<file path="config.mk">
export PLATFORM = sky130hd
export DESIGN_NAME = line_buf_sched
export DESIGN_NICKNAME = d
export VERILOG_FILES = /design/src/rtl/line_sched_pkg.sv /design/src/rtl/line_buf_sched_sig_edge.sv /design/src/rtl/line_buf_sched.sv
export SDC_FILE = /design/constraint.sdc
export NUM_CORES = 1
export LEC_CHECK = 0
export CAP_MARGIN = 15
export CORE_MARGIN = 5
export CORE_UTILIZATION = 58
export DETAILED_ROUTE_END_ITERATION = 12
export PLACE_DENSITY = 0.84
export SYNTH_ARGS = -nofsm -noshare
export SYNTH_HDL_FRONTEND = slang
export SYNTH_SLANG_ARGS = --single-unit
</file>
<file path="constraint.sdc">
create_clock -name clk -period 3.54 [get_ports clk]
set_clock_uncertainty 0.05 [all_clocks]
set_input_delay 0.708 -clock clk [delete_from_list [all_inputs] [get_ports clk]]
set_output_delay 0.708 -clock clk [all_outputs]
set_load 0.005 [all_outputs]
</file>
<file path="src/rtl/line_sched_pkg.sv">
// Shared types and helpers for the rotating three-RAM line-buffer sequencer.
package line_sched_pkg;

    localparam int NUM_LINE_RAM = 3;

    typedef enum logic [2:0] {
        IDLE  = 3'd0,
        FILL0 = 3'd1,
        FILL1 = 3'd2,
        RUN   = 3'd3,
        DONE  = 3'd4
    } sched_state_t;

    // One-hot write enable for RAM index 0/1/2; index 3 is never produced.
    function automatic logic [NUM_LINE_RAM-1:0] onehot3(input logic [1:0] idx);
        case (idx)
            2'd0:    return 3'b001;
            2'd1:    return 3'b010;
            2'd2:    return 3'b100;
            default: return 3'b000;
        endcase
    endfunction

    // Next RAM in the rotation a -> b -> c -> a.
    function automatic logic [1:0] rot_next(input logic [1:0] idx);
        case (idx)
            2'd0:    return 2'd1;
            2'd1:    return 2'd2;
            default: return 2'd0;
        endcase
    endfunction

endpackage

</file>
<file path="src/rtl/line_buf_sched_sig_edge.sv">
// sig_edge: registers a level and flags its rising and falling edges.
// The edge flags are combinational against the registered copy, so they
// are high in the first cycle the input differs from its previous value.
module sig_edge (
    input  logic clk,
    input  logic rstn,
    input  logic d,
    output logic rise,
    output logic fall
);

    logic d_q;

    // Delay the input by one cycle for edge comparison.
    always_ff @(posedge clk or negedge rstn) begin
        // NOTE: sequential state uses non-blocking assignments so every
        // register samples pre-edge values regardless of block order.
        if (!rstn) d_q <= 1'b0;
        else       d_q <= d;
    end

    assign rise = d & ~d_q;
    assign fall = ~d & d_q;

endmodule

</file>
<file path="src/rtl/line_buf_sched.sv">
// line_buf_sched: sequencer for the three-RAM rotating line buffer.
// Tracks active lines from de/vsync, owns the write rotation pointer,
// decodes which RAMs hold rows y-1 / y-2, flags when a full 3-row window
// is available and checks line length and line count.
// Optional build macro: LINE_SCHED_BORDER_EN (top-border replication:
// the window starts on line 1 with row 0 standing in for row y-2).
module line_buf_sched
    import line_sched_pkg::*;
#(
    parameter logic [11:0] H_ACT = 12'd1280,
    parameter logic [11:0] V_ACT = 12'd720
) (
    input  logic                      clk,
    input  logic                      rstn,
    input  logic                      hsync,
    input  logic                      vsync,
    input  logic                      de,
    output logic [NUM_LINE_RAM-1:0]   wen,
    output logic [1:0]                sel_up,
    output logic [1:0]                sel_up2,
    output logic                      row_valid,
    output logic [$clog2(V_ACT)-1:0]  line_cnt,
    output logic                      frame_done,
    output logic                      len_err
);

    localparam int                  LINE_W    = $clog2(V_ACT);
    localparam int                  PIX_W     = $clog2(H_ACT + 2);
    localparam logic [LINE_W-1:0]   LAST_LINE = LINE_W'(V_ACT - 12'd1);
    localparam logic [PIX_W-1:0]    H_LEN     = PIX_W'(H_ACT);

    sched_state_t        state, state_n;
    logic [1:0]          wptr, wptr_n;
    logic [LINE_W-1:0]   line_cnt_n;
    logic [PIX_W-1:0]    pix_cnt, pix_cnt_n, pix_inc;
    logic                len_err_n, frame_done_n;
    logic                seen_vsync;
    logic                blocked;
    logic                de_fall, vs_rise;
    logic                unused_de_rise, unused_vs_fall, unused_hsync;

    // Line boundaries come from de alone; hsync carries no timing we need.
    assign unused_hsync = hsync;

    sig_edge u_de_edge (
        .clk  (clk),
        .rstn (rstn),
        .d    (de),
        .rise (unused_de_rise),
        .fall (de_fall)
    );

    sig_edge u_vs_edge (
        .clk  (clk),
        .rstn (rstn),
        .d    (vsync),
        .rise (vs_rise),
        .fall (unused_vs_fall)
    );

    // After reset the frame position is unknown, so nothing is written until
    // a vsync has been observed; after the last line writes stop until vsync.
    assign blocked = (state == DONE) || ((state == IDLE) && !seen_vsync);

    assign pix_inc = (pix_cnt == '1) ? pix_cnt : pix_cnt + PIX_W'(1);

    // Output decode from the registered rotation pointer.
    assign wen    = (de && !blocked) ? onehot3(wptr) : '0;
    assign sel_up = rot_next(rot_next(wptr));
`ifdef LINE_SCHED_BORDER_EN
    assign sel_up2   = (state == FILL1) ? sel_up : rot_next(wptr);
    assign row_valid = de && ((state == RUN) || (state == FILL1));
`else
    assign sel_up2   = rot_next(wptr);
    assign row_valid = de && (state == RUN);
`endif

    // Latch the first vsync seen after reset; it stays set until the next reset.
    always_ff @(posedge clk or negedge rstn) begin
        if (!rstn)        seen_vsync <= 1'b0;
        else if (vs_rise) seen_vsync <= 1'b1;
    end

    // Next-state logic: vsync restart beats everything, then line-end handling.
    always_comb begin
        // NOTE: every variable gets a default up front so no path through
        // the block leaves a value unassigned and infers a latch.
        state_n      = state;
        wptr_n       = wptr;
        line_cnt_n   = line_cnt;
        pix_cnt_n    = pix_cnt;
        len_err_n    = 1'b0;
        frame_done_n = 1'b0;

        if (vsync) begin
            state_n    = IDLE;
            wptr_n     = 2'd0;
            line_cnt_n = '0;
            pix_cnt_n  = '0;
        end else begin
            if (de && !blocked) pix_cnt_n = pix_inc;

            case (state)
                IDLE: begin
                    if (de && seen_vsync) state_n = FILL0;
                end
                FILL0, FILL1, RUN: begin
                    if (de_fall) begin
                        // A wrong-length line is flagged but still consumed.
                        pix_cnt_n = '0;
                        wptr_n    = rot_next(wptr);
                        len_err_n = (pix_cnt != H_LEN);
                        if (line_cnt != LAST_LINE) line_cnt_n = line_cnt + LINE_W'(1);
                        if (state == FILL0) begin
                            state_n = FILL1;
                        end else if (state == FILL1) begin
                            state_n = RUN;
                        end else if (line_cnt == LAST_LINE) begin
                            state_n      = DONE;
                            frame_done_n = 1'b1;
                        end
                    end
                end
                DONE: begin
                    // Extra lines past the frame are reported, never written.
                    if (de_fall) len_err_n = 1'b1;
                end
                default: begin
                    state_n = IDLE;
                end
            endcase
        end
    end

    // Sequencer state registers and registered status pulses.
    always_ff @(posedge clk or negedge rstn) begin
        if (!rstn) begin
            state      <= IDLE;
            wptr       <= 2'd0;
            line_cnt   <= '0;
            pix_cnt    <= '0;
            len_err    <= 1'b0;
            frame_done <= 1'b0;
        end else begin
            state      <= state_n;
            wptr       <= wptr_n;
            line_cnt   <= line_cnt_n;
            pix_cnt    <= pix_cnt_n;
            len_err    <= len_err_n;
            frame_done <= frame_done_n;
        end
    end

endmodule

</file>
==> results_slide.txt <==
Physical Implementation Snapshot

Synth
  – Mapped Nets: 192
  – Area leader, netlist: dfrtp_1
  – Synth top cells by count: dfrtp_1, a21oi_1, nor2_1, nand3_1, nand2_1
  – Async SR Flop Fraction: 100%
  – # Cells Yosys: 184
  – Simple-gate area share of the yosys netlist: 27.0%
  – Yosys xor share: 0.494%
  – Synth warn: 0
  – Count of library flops with an enable pin: 0
  – Share of the synthesized area in the top cell type: 43.8%
  – Chip Area, Yosys: 0.00177 mm2
  – Register area share after synthesis: 43.8%
  – Yosys aoi share: 18.8%
  – Synth Area in Adders: 2.12%
  – Yosys cell types: 50
  – Post-synthesis cell area: 0.00177 mm2

Worst setup path
  – Cells along the critical path: or2_2, o21ai_0, nor3b_1, clkdlybuf4s50_1
  – Stages on the worst setup path: 4
  – Critical Path AT: 2.27 ns
  – CP bufs+invs: 1
  – Endpoint class of the critical path: output port
  – R2R Path Start: state[2]
  – Worst path slowest cell: o21ai_0
  – Delay of the slowest critical-path stage: 0.49 ns
  – Critical Path Source Type: register
  – Worst path top cell family by delay: simple AND/OR/NAND/NOR gates
  – Flop-to-flop setup slack: 1.52 ns
  – Critical path endpoint: wen[2]

Pwr
  – P_seq: 0.402 mW
  – Sw frac: 31.1%
  – Top pwr grp: sequential cells
  – LEAKAGE: 0.839 nW
  – Overall power: 0.904 mW
  – Clock share of power: 33.6%
  – P_comb: 0.198 mW
  – Flop pwr share: 44.5%

Finish
  – Top Layout Cells: dfrtp_1, clkdlybuf4s50_1, nor2_1, a21oi_1, nand3_1
  – Dominant logic cell type in the layout: dfrtp_1
  – Antenna diode count: 0
  – P&R area growth vs syn: 19.1%
  – Sequential fraction of total cell area: 36.8%
  – Layout cell share with drive strength beyond 1: 11.4%
  – Largest class: multi-input combinational cells
  – Max reg flops: 11
  – Fin cells: 244
  – Buffers excl. clock: 26
  – Clock Buffer Count: 6
  – Final net count: 218
  – Comb/total area: 43.6%
  – Top reg by flops: pix_cnt
  – Reg area: 776 um2

Placed design
  – Hpwl dp: 3040 um
  – GPL Wtd Cong: 0.886
  – Pre-CTS setup slack: 0.496 ns
  – Post-Place Cells: 236
  – Post-Place Cell Area: 0.00202 mm2

Global routing
  – Largest net degree at the start of global routing: 32
  – Gr busiest metal: met2
  – Number of global-route vias before repair: 1,554

Detailed routing
  – Wl on met1: 1760 um
  – # DRC: 0
  – 1st-pass router iterations: 4
  – Avg Vias per Cell: 6.46
  – Met3 wire len: 181 um
  – DR iter-0 viols: 132
  – Met2 wire len: 2200 um

Final timing
  – Post-layout period usage: 85.6%
  – Fin. max-slew vios: 0
  – Final TNS setup: 0 ns
  – Tmin final: 3.03 ns
  – Endpoints failing hold: 0
  – Final worst slack: 0.509 ns

Hold path
  – Hold Path Sink: seen_vsync
  – WHS Path Cells: 1
  – Worst hold path class: register to register

Clock tree
  – Clk sinks: 31
  – CTS tree: built
  – CTS buffer count: 5
  – PostCTS Resize Cnt: 0
  – Setup bufs post-CTS: 0
  – Clk pin slew, worst setup/hold paths: 0.11 ns
  – CTS root buf: clkbuf_4
  – H-tree depth: 2
  – Clock Path Buffers: 2
  – # hold bufs at CTS: 0

Floorplanning
  – Chip Area: 0.00426 mm2
  – Cell Rows: 20
  – IO Count: 25
  – Tapcell count: 33
  – Init Core Util: 59.0%

Outcome
  – Run status: complete, no violations
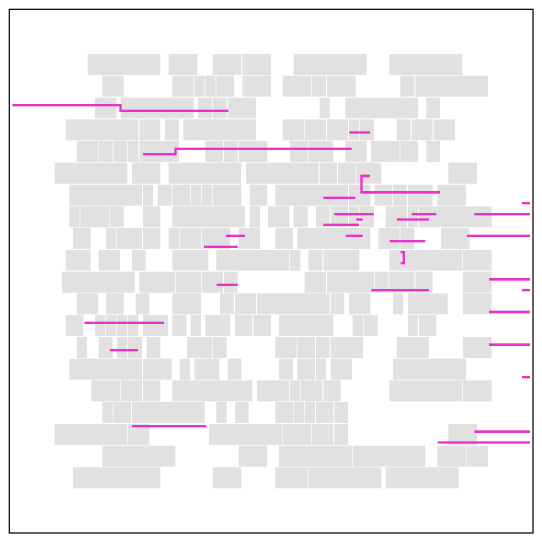
Figure 1: signal wires on met3.
(8 px per um)
The layer holds 4.3% of the routed length. 24 nets have wire on it. The longest straight run is 21.8 um. The wires run mostly horizontal.
via count: 1,577
M3 GR Usage: 4.79%
Total Wirelength: 4180 um

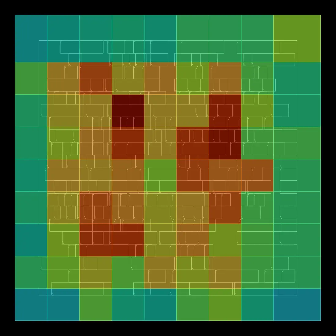
Figure 2: routing congestion.
met1 Use GR: 23.6%
gr usage total: 21.8%
met2 Use GR: 40.5%
Final Util: 70.3%

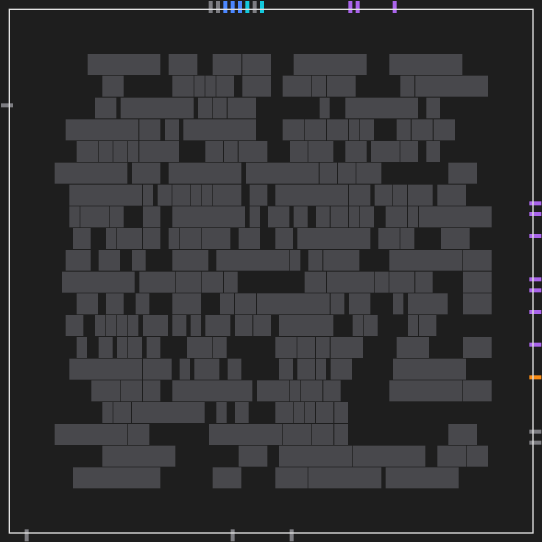
Figure 3: pin placement.
(8 px per um) Pins as bars across the die edge, other pins in gray.
Orange stands for len_err, pins 1, direction output, edge east. Blue stands for wen, pins 3, direction output, edge north. Cyan stands for sel_up2, pins 2, direction output, edge north. Purple stands for line_cnt, pins 10, direction output, edge 7 east, 3 north.
Die Width: 65.3 um
Die Span Y: 65.3 um
IO Port Bufs: 23

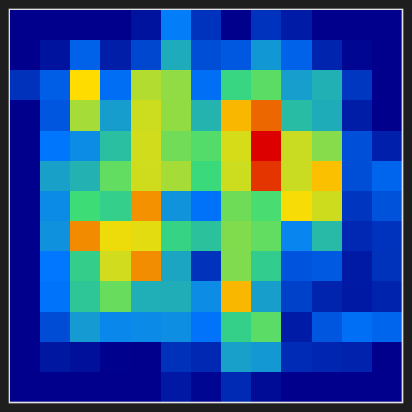
Figure 4: wire density map.
(6 px per um) The die is cut into 13 by 13 equal tiles; dark blue is low, red is high, scaled to the fullest tile. Values are wire area over tile area, all layers added.
The emptiest ninth of the die: south-east. 21% of the tiles are nearly empty. 24% of the tiles are over half the peak. The fullest tile reaches 0.54. The densest ninth of the die: center. The mean over all tiles is 0.15.
post-DR wirelength/cell: 17.1 um

No activity file was given, so power comes from the tool's default toggle rates.
